## src/rtl/uart_pkg.sv

```systemverilog
// Shared types and constants for the buffered UART core.
// Defining UART_PARITY_EN elsewhere enables the parity state that uses these encodings.
package uart_pkg;

  localparam int unsigned OVERSAMPLE = 16;
  localparam int unsigned RX_MID     = 7;

  typedef enum logic [2:0] {
    TX_IDLE,
    TX_START,
    TX_DATA,
    TX_PARITY,
    TX_STOP
  } tx_state_t;

  typedef enum logic [2:0] {
    RX_IDLE,
    RX_START,
    RX_DATA,
    RX_PARITY,
    RX_STOP
  } rx_state_t;

  // Parity bit that makes the frame's total ones count even (odd=0) or odd (odd=1).
  function automatic logic parity_bit(input logic [15:0] data, input logic odd);
    return (^data) ^ odd;
  endfunction

endpackage

```

## src/rtl/uart_sync_fifo.sv

```systemverilog
// Synchronous show-ahead FIFO with occupancy output; writes when full and
// reads when empty are ignored.
module uart_sync_fifo
  import uart_pkg::*;
#(
  parameter int unsigned DEPTH = 16,
  parameter int unsigned WIDTH = 8
) (
  input  logic                       clk,
  input  logic                       reset,
  input  logic                       wr,
  input  logic                       rd,
  input  logic [WIDTH-1:0]           w_data,
  output logic [WIDTH-1:0]           r_data,
  output logic                       empty,
  output logic                       full,
  output logic [$clog2(DEPTH+1)-1:0] level
);

  localparam int unsigned AW = $clog2(DEPTH);
  localparam int unsigned LW = $clog2(DEPTH+1);

  logic [WIDTH-1:0] mem [DEPTH];
  logic [AW-1:0]    wr_ptr;
  logic [AW-1:0]    rd_ptr;
  logic             wr_en;
  logic             rd_en;

  assign full   = (level == LW'(DEPTH));
  assign empty  = (level == '0);
  assign wr_en  = wr && !full;
  assign rd_en  = rd && !empty;
  assign r_data = mem[rd_ptr];

  // Storage is cleared on reset so the head reads 0 before the first push.
  always_ff @(posedge clk or posedge reset) begin
    if (reset) begin
      for (int unsigned i = 0; i < DEPTH; i++) mem[i] <= '0;
      wr_ptr <= '0;
      rd_ptr <= '0;
      level  <= '0;
    end else begin
      if (wr_en) begin
        mem[wr_ptr] <= w_data;
        wr_ptr      <= wr_ptr + AW'(1);
      end
      if (rd_en) rd_ptr <= rd_ptr + AW'(1);
      case ({wr_en, rd_en})
        2'b10:   level <= level + LW'(1);
        2'b01:   level <= level - LW'(1);
        default: level <= level;
      endcase
    end
  end

endmodule

```

## src/rtl/uart_core_buffered.sv

```systemverilog
// Buffered UART: runtime baud divisor, TX/RX FIFOs with levels, sticky error flags.
// Optional parity (port parity_odd plus a PARITY state) when UART_PARITY_EN is defined.
module uart_core_buffered
  import uart_pkg::*;
#(
  parameter int unsigned DBIT    = 8,
  parameter int unsigned SB_TICK = 16,
  parameter int unsigned DEPTH   = 16,
  parameter int unsigned DIV_W   = 11
) (
  input  logic                       clk,
  input  logic                       reset,
  input  logic [DIV_W-1:0]           baud_div,
`ifdef UART_PARITY_EN
  input  logic                       parity_odd,
`endif
  input  logic                       rx,
  output logic                       tx,
  input  logic [DBIT-1:0]            w_data,
  input  logic                       wr_uart,
  output logic                       tx_full,
  output logic [$clog2(DEPTH+1)-1:0] tx_level,
  output logic [DBIT-1:0]            r_data,
  input  logic                       rd_uart,
  output logic                       rx_empty,
  output logic [$clog2(DEPTH+1)-1:0] rx_level,
  output logic                       rx_overrun,
  output logic                       frame_err,
  input  logic                       clr_err
);

  localparam int unsigned SW = $clog2((SB_TICK > OVERSAMPLE) ? SB_TICK : OVERSAMPLE);
  localparam int unsigned NW = $clog2(DBIT);
  localparam logic [SW-1:0] S_LAST = SW'(OVERSAMPLE - 1);
  localparam logic [SW-1:0] S_STOP = SW'(SB_TICK - 1);
  localparam logic [SW-1:0] S_MID  = SW'(RX_MID);
  localparam logic [NW-1:0] N_LAST = NW'(DBIT - 1);

  // Baud generator: a divisor lowered below the count wraps on the next cycle.
  logic [DIV_W-1:0] baud_cnt;
  logic             tick;

  assign tick = (baud_cnt == baud_div);

  always_ff @(posedge clk or posedge reset) begin
    if (reset) baud_cnt <= '0;
    else       baud_cnt <= (baud_cnt >= baud_div) ? '0 : baud_cnt + DIV_W'(1);
  end

  logic            tx_pop;
  logic            tx_empty;
  logic [DBIT-1:0] tx_head;

  uart_sync_fifo #(.DEPTH(DEPTH), .WIDTH(DBIT)) u_tx_fifo (
    .clk    (clk),
    .reset  (reset),
    .wr     (wr_uart),
    .rd     (tx_pop),
    .w_data (w_data),
    .r_data (tx_head),
    .empty  (tx_empty),
    .full   (tx_full),
    .level  (tx_level)
  );

  tx_state_t       tx_state, tx_state_n;
  logic [SW-1:0]   tx_s, tx_s_n;
  logic [NW-1:0]   tx_n, tx_n_n;
  logic [DBIT-1:0] tx_b, tx_b_n;
  logic            tx_bit_n;
  logic            tx_load;
`ifdef UART_PARITY_EN
  logic            tx_p, tx_p_n;
`endif

  always_ff @(posedge clk or posedge reset) begin
    if (reset) begin
      tx_state <= TX_IDLE;
      tx_s     <= '0;
      tx_n     <= '0;
      tx_b     <= '0;
      tx       <= 1'b1;
    end else begin
      tx_state <= tx_state_n;
      tx_s     <= tx_s_n;
      tx_n     <= tx_n_n;
      tx_b     <= tx_b_n;
      tx       <= tx_bit_n;
    end
  end

`ifdef UART_PARITY_EN
  always_ff @(posedge clk or posedge reset) begin
    if (reset) tx_p <= 1'b0;
    else       tx_p <= tx_p_n;
  end
`endif

  // The end of STOP reloads directly so queued bytes go out without an idle gap.
  always_comb begin
    tx_state_n = tx_state;
    tx_s_n     = tx_s;
    tx_n_n     = tx_n;
    tx_b_n     = tx_b;
    tx_load    = 1'b0;
    tx_bit_n   = 1'b1;
`ifdef UART_PARITY_EN
    tx_p_n     = tx_p;
`endif
    if (tick) begin
      case (tx_state)
        TX_IDLE: tx_load = !tx_empty;
        TX_START:
          if (tx_s == S_LAST) begin
            tx_state_n = TX_DATA;
            tx_s_n     = '0;
            tx_n_n     = '0;
          end else tx_s_n = tx_s + SW'(1);
        TX_DATA:
          if (tx_s == S_LAST) begin
            tx_s_n = '0;
            tx_b_n = tx_b >> 1;
            if (tx_n == N_LAST) begin
`ifdef UART_PARITY_EN
              tx_state_n = TX_PARITY;
`else
              tx_state_n = TX_STOP;
`endif
            end else tx_n_n = tx_n + NW'(1);
          end else tx_s_n = tx_s + SW'(1);
`ifdef UART_PARITY_EN
        TX_PARITY:
          if (tx_s == S_LAST) begin
            tx_state_n = TX_STOP;
            tx_s_n     = '0;
          end else tx_s_n = tx_s + SW'(1);
`endif
        TX_STOP:
          if (tx_s == S_STOP) begin
            if (!tx_empty) tx_load    = 1'b1;
            else           tx_state_n = TX_IDLE;
          end else tx_s_n = tx_s + SW'(1);
        default: tx_state_n = TX_IDLE;
      endcase
    end
    if (tx_load) begin
      tx_state_n = TX_START;
      tx_s_n     = '0;
      tx_b_n     = tx_head;
`ifdef UART_PARITY_EN
      tx_p_n     = parity_bit(16'(tx_head), parity_odd);
`endif
    end
    case (tx_state_n)
      TX_START: tx_bit_n = 1'b0;
      TX_DATA:  tx_bit_n = tx_b_n[0];
`ifdef UART_PARITY_EN
      TX_PARITY: tx_bit_n = tx_p_n;
`endif
      default:  tx_bit_n = 1'b1;
    endcase
  end

  assign tx_pop = tx_load;

  logic rx_s1, rx_s2, rx_s3;
  logic rx_fall;

  always_ff @(posedge clk or posedge reset) begin
    if (reset) begin
      rx_s1 <= 1'b1;
      rx_s2 <= 1'b1;
      rx_s3 <= 1'b1;
    end else begin
      rx_s1 <= rx;
      rx_s2 <= rx_s1;
      rx_s3 <= rx_s2;
    end
  end

  assign rx_fall = rx_s3 & ~rx_s2;

  rx_state_t       rx_state, rx_state_n;
  logic [SW-1:0]   rx_s, rx_s_n;
  logic [NW-1:0]   rx_n, rx_n_n;
  logic [DBIT-1:0] rx_b, rx_b_n;
  logic            rx_push;
  logic            ferr_set;
  logic            rx_full;
  logic            rx_bad;
`ifdef UART_PARITY_EN
  logic            rx_perr, rx_perr_n;

  always_ff @(posedge clk or posedge reset) begin
    if (reset) rx_perr <= 1'b0;
    else       rx_perr <= rx_perr_n;
  end

  assign rx_bad = !rx_s2 || rx_perr;
`else
  assign rx_bad = !rx_s2;
`endif

  always_ff @(posedge clk or posedge reset) begin
    if (reset) begin
      rx_state <= RX_IDLE;
      rx_s     <= '0;
      rx_n     <= '0;
      rx_b     <= '0;
    end else begin
      rx_state <= rx_state_n;
      rx_s     <= rx_s_n;
      rx_n     <= rx_n_n;
      rx_b     <= rx_b_n;
    end
  end

  always_comb begin
    rx_state_n = rx_state;
    rx_s_n     = rx_s;
    rx_n_n     = rx_n;
    rx_b_n     = rx_b;
    rx_push    = 1'b0;
    ferr_set   = 1'b0;
`ifdef UART_PARITY_EN
    rx_perr_n  = rx_perr;
`endif
    case (rx_state)
      RX_IDLE:
        if (rx_fall) begin
          rx_state_n = RX_START;
          rx_s_n     = '0;
        end
      RX_START:
        if (tick) begin
          if (rx_s == S_MID) begin
            if (rx_s2) rx_state_n = RX_IDLE;
            else begin
              rx_state_n = RX_DATA;
              rx_s_n     = '0;
              rx_n_n     = '0;
            end
          end else rx_s_n = rx_s + SW'(1);
        end
      RX_DATA:
        if (tick) begin
          if (rx_s == S_LAST) begin
            rx_s_n = '0;
            rx_b_n = {rx_s2, rx_b[DBIT-1:1]};
            if (rx_n == N_LAST) begin
`ifdef UART_PARITY_EN
              rx_state_n = RX_PARITY;
`else
              rx_state_n = RX_STOP;
`endif
            end else rx_n_n = rx_n + NW'(1);
          end else rx_s_n = rx_s + SW'(1);
        end
`ifdef UART_PARITY_EN
      RX_PARITY:
        if (tick) begin
          if (rx_s == S_LAST) begin
            rx_s_n     = '0;
            rx_perr_n  = (rx_s2 != parity_bit(16'(rx_b), parity_odd));
            rx_state_n = RX_STOP;
          end else rx_s_n = rx_s + SW'(1);
        end
`endif
      RX_STOP:
        if (tick) begin
          if (rx_s == S_STOP) begin
            rx_state_n = RX_IDLE;
            if (rx_bad) ferr_set = 1'b1;
            else        rx_push  = 1'b1;
          end else rx_s_n = rx_s + SW'(1);
        end
      default: rx_state_n = RX_IDLE;
    endcase
  end

  uart_sync_fifo #(.DEPTH(DEPTH), .WIDTH(DBIT)) u_rx_fifo (
    .clk    (clk),
    .reset  (reset),
    .wr     (rx_push),
    .rd     (rd_uart),
    .w_data (rx_b),
    .r_data (r_data),
    .empty  (rx_empty),
    .full   (rx_full),
    .level  (rx_level)
  );

  // A set in the same cycle as clr_err takes priority over the clear.
  always_ff @(posedge clk or posedge reset) begin
    if (reset) begin
      rx_overrun <= 1'b0;
      frame_err  <= 1'b0;
    end else begin
      if (rx_push && rx_full) rx_overrun <= 1'b1;
      else if (clr_err)       rx_overrun <= 1'b0;
      if (ferr_set)           frame_err  <= 1'b1;
      else if (clr_err)       frame_err  <= 1'b0;
    end
  end

endmodule
```

## config.mk

```make
export PLATFORM = sky130hd
export DESIGN_NAME = uart_core_buffered
export DESIGN_NICKNAME = d
export VERILOG_FILES = /design/src/rtl/uart_pkg.sv /design/src/rtl/uart_sync_fifo.sv /design/src/rtl/uart_core_buffered.sv
export SDC_FILE = /design/constraint.sdc
export NUM_CORES = 1
export LEC_CHECK = 0
export CAP_MARGIN = 10
export CORE_UTILIZATION = 56
export DETAILED_ROUTE_END_ITERATION = 10
export GPL_TIMING_DRIVEN = 0
export HOLD_SLACK_MARGIN = 0.06
export PLACE_DENSITY_LB_ADDON = 0.12
export SYNTH_ARGS = -nofsm -noshare
export SYNTH_HDL_FRONTEND = slang
export SYNTH_SLANG_ARGS = --single-unit
```

## constraint.sdc

```tcl
create_clock -name clk -period 11.75 [get_ports clk]
set_clock_uncertainty 0.05 [all_clocks]
set_input_delay 2.35 -clock clk [delete_from_list [all_inputs] [get_ports clk]]
set_output_delay 2.35 -clock clk [all_outputs]
set_load 0.02 [all_outputs]
```

==> results.txt, run 1 <==
The flow completed. The run finished with clean final reports. Per-cell routed wire length landed at 20.9 microns. The critical path endpoint has a required time of 12.15 ns. Register clock-pin slew on the reported worst setup and hold paths landed at 0.06 ns.

The layout report gives the register share of total cell area as 0.447. In this build the clock could be raised as far as 168 MHz. Count of standard-cell rows landed at 62. Cell total in the yosys stat output landed at 1130. For this design the static power due to leakage is 8.70 nW.

HPWL after detailed placement landed at 22300 microns. For this run, the register share of the synthesized area comes to 0.511. Average via count per standard cell landed at 5.86. The highest supply drop recorded on VDD is 0.141 mV. CTS built an H-tree with a depth of 2. The layout summary lists the proportion of cells stronger than drive strength 1 as 0.389.

Per the timing report, the biggest fanout along the worst path comes to 9. According to the cell report, the number of logic gates is 694. Once the clock tree was built, the resizer swapped 0 gates to a different size. In this run the critical path is formed by clkdlybuf4s50_1 -> inv_1 -> ha_1 -> nand3_1 -> nor3_1 -> nor4b_1 -> ha_1 -> clkbuf_1 -> xor2_1 -> ha_1 -> nand2_1 -> nor2_1 -> o21ai_0 -> a31oi_1 -> xnor2_1. The chip occupies 30000 sq um. Per the STA report, the cell with the highest stage delay on the worst path is sky130_fd_sc_hd__nor4b_1. The repair_antennas step left the layout with diodes totalling 0. Averaged over all synthesized cells, the footprint is 14.5 sq um. For this run, design rule violations remaining after detail routing come to 0. In the synthesized netlist the dominant register cell turns out to be sky130_fd_sc_hd__dfrtp_1. Looking at the post-CTS report, the setup buffer insertion count equals 0. Total of fill cells in the finished design landed at 2111. Measured along the x axis, the die boundary spans 173 microns.

Final-layout non-clock buffer area share landed at 0.0586. The largest cell class by area is sequential cells. In this run the worst setup path terminates at u_tx_fifo.level[4]. Data arrival time of the worst path landed at 6.36 ns. Count of non-CTS inverters in the layout landed at 34. Number of top-level pins landed at 48. STA lists the endpoint of the worst register-to-register path as u_tx_fifo.level[4]. Total of plain and repair buffers excluding clock buffers landed at 117. Per the GRT congestion report, total overflow comes to 0. By instance count, the cell type seen most on the critical path is sky130_fd_sc_hd__ha_1. The final route contains 9541 vias.

The worst hold path terminates at rx_s2. In the final layout, flip-flops and latches occupy 8390 sq um. In this run the register-to-register setup slack is 7.66 ns. Synthesized cell area landed at 16400 sq um.

The timing report gives the biggest stage delay along the critical path as 0.76 ns. Across all stage logs, warnings added up to 39. Yosys printed 0 warnings. First-pass GRT wire length landed at 55700 microns. Ranking logic cells in the layout by count gives the top entries sky130_fd_sc_hd__dfrtp_1, sky130_fd_sc_hd__mux2_2, sky130_fd_sc_hd__mux4_2.

The tree built by TritonCTS fans out to 335 sinks. Once layout is complete, the cells apart from fillers number 1629. Per the OpenROAD floorplan log, the height of the die is 173 microns. Time the final worst path needs with I/O delays and setup landed at 5.96 ns. Yosys reported that registers with async set or reset make up 1.00. The final report gives the standard cell area, fillers excluded, as 18800 sq um.

Among cell families on the critical path, the largest total delay comes from simple AND/OR/NAND/NOR gates. Setup total negative slack on the finished layout was measured at 0 ns. The worst setup path is of the in -> reg kind.

Total number of cells along the worst setup path landed at 15. The number of antenna violations at the first check in global routing came to 0. In this run the maximum-capacitance check reported violations numbering 0. After its last routability iteration, the placer logged a weighted congestion of 0.801. Transition time of the tightest slew-check pin landed at 0.931 ns. Power after layout landed at 3.69 mW. Number of well taps landed at 384.

Pin count of the biggest net entering global routing landed at 129. The netlist uses 67 different library cells. Relative area change from synthesis to final layout landed at 14.3%. Slack of the critical path landed at 5.79 ns. CTS reports a maximum clock tree buffer depth of 3. Starting density of the core landed at 0.570. Total cell area reported by yosys after synthesis landed at 16400 sq um. Power density over the cells landed at 196 nW/um^2. Flip-flop and latch count after synthesis landed at 335.

Number of hold buffers added after cts landed at 0. Combinational share of cell area landed at 0.392. In this run the most critical hold path is launched from rx_s1.

Pins over their slew limit in the final report were tallied at 0. Aggregate global-route resource usage landed at 0.238. STA classifies the critical path startpoint as an input pin. The worst setup path is captured at a flip-flop. TritonCTS built the clock tree. The cell count after synthesis came out at 1130. The end-of-flow timing check tallies setup violations at 0.

The worst hold path was traced through 0 stages. The net count after synthesis is 1191. Once layout is complete, the utilization of the core stands at 0.652. Tracing the worst setup path back leads to its startpoint at baud_div[10]. The tree is rooted in a sky130_fd_sc_hd__clkbuf_16.

Total wire length after detailed routing landed at 34000 microns. Number of failing hold endpoints at the final stage landed at 0. Looking at the reg2reg group, the worst path starts from baud_cnt[2]. For the worst flop-to-flop path, the logic depth is 13. The layout has 57 clock buffers. The min-delay analysis places its worst path in the category reg -> reg. Count of buffers from port buffering landed at 47. Smallest hold slack landed at 0.312 ns. Standard cell core area landed at 28800 sq um.
-- run 1: logic make-up after synthesis --
logic type | Yosys count | share of synthesized area
mux | 356 | 0.299
flops | 335 | 0.511
simple gates | 202 | 0.0761
buf+inv | 101 | 0.0411
compound gates | 65 | 0.0261
fa+ha+maj | 37 | 0.0285
xor+xnor | 34 | 0.0181
-- run 1: sequential cells by signal (all words and copies together) (netlist names) --
signal            count
rx_n                  3
u_tx_fifo.mem       128
u_rx_fifo.rd_ptr      4
tx_state              3
rx_s1                 1
rx_overrun            1
baud_cnt             11
tx_s                  4
frame_err             1
u_tx_fifo.level       5
u_rx_fifo.wr_ptr      4
tx                    1
tx_n                  3
u_rx_fifo.level       5
u_tx_fifo.wr_ptr      4
rx_s2                 1
tx_b                  8
u_rx_fifo.mem       128
rx_s                  4
u_tx_fifo.rd_ptr      4
rx_s3                 1
rx_state              3
rx_b                  8
-- run 1: report_power, final --
group          switching, mW  total [mW]  internal, mW
registers              0.143        1.55          1.40
clock network          0.460        1.22         0.763
logic                  0.435       0.918         0.483
-- run 1: per-layer routing --
layer / GRT usage / vias to the layer above / share of wire
li1: - / 4349 / -
met5: 0 / - / 0
met4: 0.0656 / 0 / 0.022
met1: 0.323 / 4985 / 0.43
met2: 0.403 / 154 / 0.51
met3: 0.0345 / 53 / 0.036
-- run 1: synth_stat cells, types with 4 or more instances --
cell type / instances / area [sq um]
sky130_fd_sc_hd__a211oi_1: 4 / 30.0
sky130_fd_sc_hd__a21o_1: 5 / 37.5
sky130_fd_sc_hd__a21oi_1: 14 / 70.1
sky130_fd_sc_hd__and3_1: 10 / 62.6
sky130_fd_sc_hd__buf_1: 7 / 26.3
sky130_fd_sc_hd__buf_2: 10 / 50.1
sky130_fd_sc_hd__bufbuf_16: 8 / 260
sky130_fd_sc_hd__clkbuf_1: 36 / 135
sky130_fd_sc_hd__dfrtp_1: 331 / 8280
sky130_fd_sc_hd__dfstp_2: 4 / 105
sky130_fd_sc_hd__ha_1: 35 / 438
sky130_fd_sc_hd__inv_1: 34 / 128
sky130_fd_sc_hd__mux2_2: 271 / 3050
sky130_fd_sc_hd__mux2i_1: 4 / 40.0
sky130_fd_sc_hd__mux4_2: 80 / 1800
sky130_fd_sc_hd__nand2_1: 46 / 173
sky130_fd_sc_hd__nand2b_1: 5 / 31.3
sky130_fd_sc_hd__nand3_1: 25 / 125
sky130_fd_sc_hd__nand3_2: 24 / 240
sky130_fd_sc_hd__nand4_1: 10 / 62.6
sky130_fd_sc_hd__nand4_4: 4 / 85.1
sky130_fd_sc_hd__nor2_1: 28 / 105
sky130_fd_sc_hd__nor2b_1: 14 / 87.6
sky130_fd_sc_hd__nor3_1: 9 / 45.0
sky130_fd_sc_hd__nor3b_1: 4 / 30.0
sky130_fd_sc_hd__o21ai_0: 17 / 85.1
sky130_fd_sc_hd__xnor2_1: 25 / 219
sky130_fd_sc_hd__xor2_1: 9 / 78.8
### Cell density map, run 1

Drawn at 2 px/micron. 17 x 17 tiles, from white (low) to dark blue (high), 0 to 100% covered.
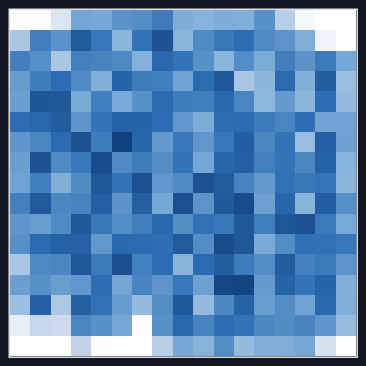
4.5% of the tiles are nearly empty. The mean over all tiles is 61%. 27% of the tiles are over 75% full. The fullest tile reaches 93%.

### Clock wiring as the flow saved it, run 1

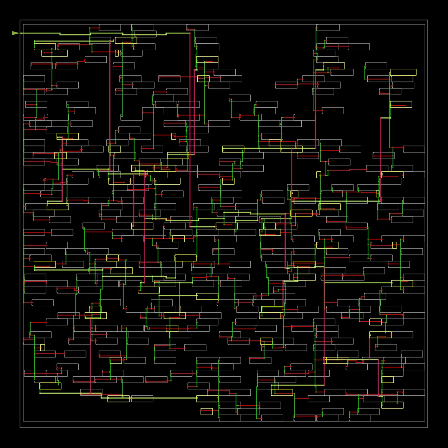
Latency at later pin: 0.52 ns
number of buffers created by CTS: 37
Seq cells: 335

### M1 wires, run 1

Drawn at 1.5 px/micron. Supply wires on this layer in grey.
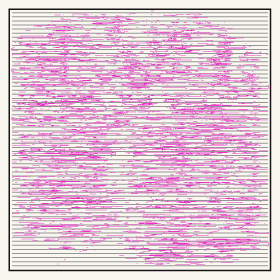
The layer holds 43% of the routed length. The longest straight run is 56.6 microns. The layer carries 14700 microns of wire. The wires run mostly horizontal. 1200 nets have wire on it.

--- run 2 (diff from run 1) ---
Clock period 11.75 ns to 5.1 ns, I/O delays scaled along.
### Cell density map, run 2

Drawn at 2 px/micron. 17 x 17 tiles, from white (low) to dark blue (high), 0 to 100% covered.
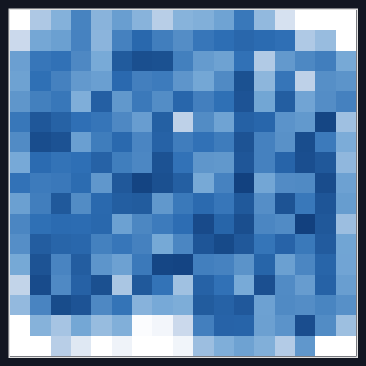
The fullest tile reaches 93%. 29% of the tiles are over 75% full. The mean over all tiles is 62%. 4.8% of the tiles are nearly empty.

### Met3 routing, run 2

Drawn at 3 px/micron.
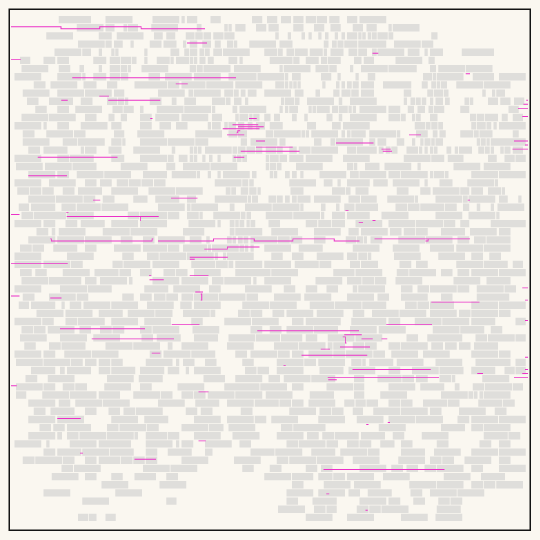
56 nets have wire on it. The layer holds 2.6% of the routed length. The longest straight run is 54.3 microns.

### Clock wiring as the flow saved it, run 2

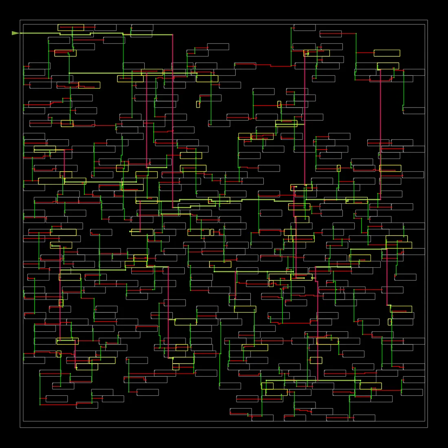
Clock Buffer Count: 52
Latency at later pin: 0.53 ns
number of buffers created by CTS: 38
count of clock tree sinks: 335

==> results.txt, run 2 <==
The flow completed. The HPWL after detailed placement is 23200 microns (+3.8%). Number of diodes added for antenna fixing landed at 0 (unchanged). The number of failing hold endpoints at the final stage is 0 (unchanged).

The total number of vias is 9605 (+0.67%). Ranked by instance count, the synthesized netlist is headed by sky130_fd_sc_hd__dfrtp_1, sky130_fd_sc_hd__mux2_2, sky130_fd_sc_hd__mux4_2, sky130_fd_sc_hd__nand2_1, sky130_fd_sc_hd__clkbuf_1. Height of the chip landed at 173 microns (unchanged).

The yosys synthesis warning count was 0 (unchanged). The register clock-pin slew on the reported worst setup and hold paths came to 0.06 ns (about the same). The horizontal extent of the die was 173 microns (unchanged).

The data arrival time of the worst path was 5.09 ns (-1.27 ns). The startpoint identified for the worst hold timing path is rx_s1. The per-cell routed wire length was 21.0 microns (+0.79%). The transition time of the tightest slew-check pin was 0.916 ns (-0.0153 ns). The total cell area reported by yosys after synthesis was 16400 sq um (unchanged).

Maximum fanout count along the critical path landed at 9 (unchanged). Share of final-layout standard cells stronger than drive strength 1 landed at 0.392 (+0.00328). Number of OpenROAD warnings landed at 34 (-13%). Count of unique library cells instantiated by Yosys landed at 67 (unchanged). Derived from the worst setup path, the maximum achievable clock frequency is 214 MHz. Chip area landed at 30000 sq um (unchanged). Per the cell usage report, the commonest logic cells after layout are sky130_fd_sc_hd__dfrtp_1, sky130_fd_sc_hd__mux2_2, sky130_fd_sc_hd__mux4_2. The smallest hold slack is 0.308 ns (-0.00388 ns). Sorting the synthesized cells by area gives the leading types as sky130_fd_sc_hd__dfrtp_1, sky130_fd_sc_hd__mux2_2, sky130_fd_sc_hd__mux4_2. The path with the worst hold slack has its endpoint at rx_s2. Average via count per standard cell landed at 5.86 (about the same). The synthesized area divided by synthesized cell count was 14.5 sq um (unchanged). The hold-critical path depth was 0 (unchanged). The net count entering floorplan is 1191 (unchanged). Cell total in the yosys stat output landed at 1130 (unchanged). Per the timing report, the most critical flop-to-flop path finishes at u_tx_fifo.level[4]. The count of instances resized after the clock tree is built was 0 (unchanged). Number of hold buffers added after cts landed at 0 (unchanged). TritonCTS built the clock tree.

The first-pass GRT wire length came to 56700 microns (+1.7%). Number of max-slew violations in the final report landed at 0 (unchanged). The remaining global-route overflow came to 0 (unchanged). Sorting the Yosys area breakdown by cell type puts at the top sky130_fd_sc_hd__dfrtp_1.

The type recorded for the worst min-delay path is reg -> reg. Standard cell core area landed at 28800 sq um (unchanged). The count of max-cap constraint violations came to 0 (unchanged).

STA classifies the critical path startpoint as an input pin. The flip-flop and latch count after synthesis is 335 (unchanged). The run finished with clean final reports. Number of cells traversed by the worst register-to-register path landed at 14 (+1).

The minimum setup slack among reg-to-reg paths is 0.94 ns (-6.72 ns). Number of setup violations in the final report landed at 0 (unchanged). The fraction of the yosys area taken by sequential cells came to 0.511 (unchanged).

Aggregate negative setup slack landed at 0 ns (unchanged). For this run, the leading register cell type out of synthesis is sky130_fd_sc_hd__dfrtp_1. Number of antenna violations at the first check in global routing landed at 0 (unchanged). By startpoint and endpoint, the worst setup path is classified as in -> reg. The required time of the worst setup path came to 5.50 ns (-6.65 ns). The fraction of synthesized cell area taken by the top area cell type is 0.505 (unchanged).

Power share of the sequential group landed at 0.407 (-0.013). The largest registers in the layout are u_rx_fifo.mem x128, u_tx_fifo.mem x128, baud_cnt x11. The relative contribution of combinational cells to total power came to 0.241 (-0.008). The number of H-tree branching levels is 2 (unchanged). Yosys instantiated no cell more often than sky130_fd_sc_hd__dfrtp_1.

Number of buffers inserted by post-CTS setup repair landed at 0 (unchanged). The count of standard-cell rows came to 62 (unchanged). The aggregate global-route resource usage is 0.242 (+0.00327). In this run the critical register-to-register path is launched from baud_cnt[0].

The pin count of the biggest net entering global routing is 42 (-67%). Global placement routability congestion landed at 0.797 (-0.50%). Power density over the cells landed at 460 nW/um^2 (+130%).
-- run 2: cell counts after synthesis --
Identical to the previous run, type by type.
-- run 2: metal layers --
layer | track usage | part of all wire | up-vias
met5 | 0 | 0 | -
met4 | 0.0612 | 0.023 | 0
met3 | 0.0286 | 0.026 | 47
met2 | 0.427 | 0.52 | 141
met1 | 0.318 | 0.43 | 5032
li1 | - | - | 4385
-- run 2: power by group through the flow --
stage	clock, mW	combinational, mW	sequential [mW]
after detailed placement	0	2.12	3.60
after global placement	0	2.04	3.58
after CTS	3.13	2.13	3.56
final	3.08	2.10	3.56
after global routing	3.23	2.31	3.63
after floorplan	0	1.60	3.55
-- run 2: metrics by stage --
step	instance area, sq um	worst slack (ns)	utilization	total power, mW	std cells
floorplan	16400	-0.443	-	5.15	1130
global placement	17400	-2.75	0.604	5.62	1561
detailed placement	17500	-0.0370	0.610	5.72	1570
CTS	19000	0.468	0.660	8.82	1639
global route	19000	0.110	0.660	9.17	1639
finish	19000	0.417	0.660	8.74	1639
-- run 2: cell type report --
type	instances	area, sq um
clock buffer	52	1100
clock inverter	17	335
sequential	335	8390
tap	384	480
buffer	67	547
multi-input combinational	694	7350
inverter	34	131
timing repair buffer	56	651
fill	2070	9790
-- run 2: kinds of logic (layout without fill, tap and decap cells) --
group / Yosys count / count (layout) / share of synthesized area
flip-flops: 335 / 335 / 0.511
multiplexers: 356 / 356 / 0.299
AND/OR/NAND/NOR: 202 / 202 / 0.0761
AND-OR/OR-AND: 65 / 65 / 0.0261
buffers and inverters: 101 / 226 / 0.0411
adder cells (fa/ha/maj): 37 / 37 / 0.0285
XOR/XNOR: 34 / 34 / 0.0181
-- run 2: worst max-delay path: stages --
cell,delay [ns]
sky130_fd_sc_hd__clkdlybuf4s50_1,0.45
sky130_fd_sc_hd__inv_1,0.04
sky130_fd_sc_hd__ha_1,0.29
sky130_fd_sc_hd__nand4_1,0.26
sky130_fd_sc_hd__nor3_1,0.63
sky130_fd_sc_hd__nor4b_1,0.79
sky130_fd_sc_hd__ha_1,0.26
sky130_fd_sc_hd__clkbuf_1,0.32
sky130_fd_sc_hd__xor2_1,0.19
sky130_fd_sc_hd__ha_1,0.20
sky130_fd_sc_hd__nand2_1,0.06
sky130_fd_sc_hd__nor2_1,0.10
sky130_fd_sc_hd__o21ai_0,0.10
sky130_fd_sc_hd__a31oi_1,0.24
sky130_fd_sc_hd__xnor2_1,0.13
-- run 2: how the worst max path moves through the flow --
stage | from | endpoint | slack (ns) | depth (start not counted)
after floorplan | reset | baud_cnt[0] | -0.44 | 1
after global placement | reset | u_rx_fifo.level[1] | -2.75 | 2
after detailed placement | baud_div[7] | u_tx_fifo.level[4] | -0.04 | 15
after CTS | baud_div[7] | u_tx_fifo.level[4] | 0.47 | 15
after global routing | baud_div[7] | u_tx_fifo.level[4] | 0.11 | 15
final | baud_div[7] | u_tx_fifo.level[4] | 0.42 | 15
No activity file was given, so power comes from the tool's default toggle rates.
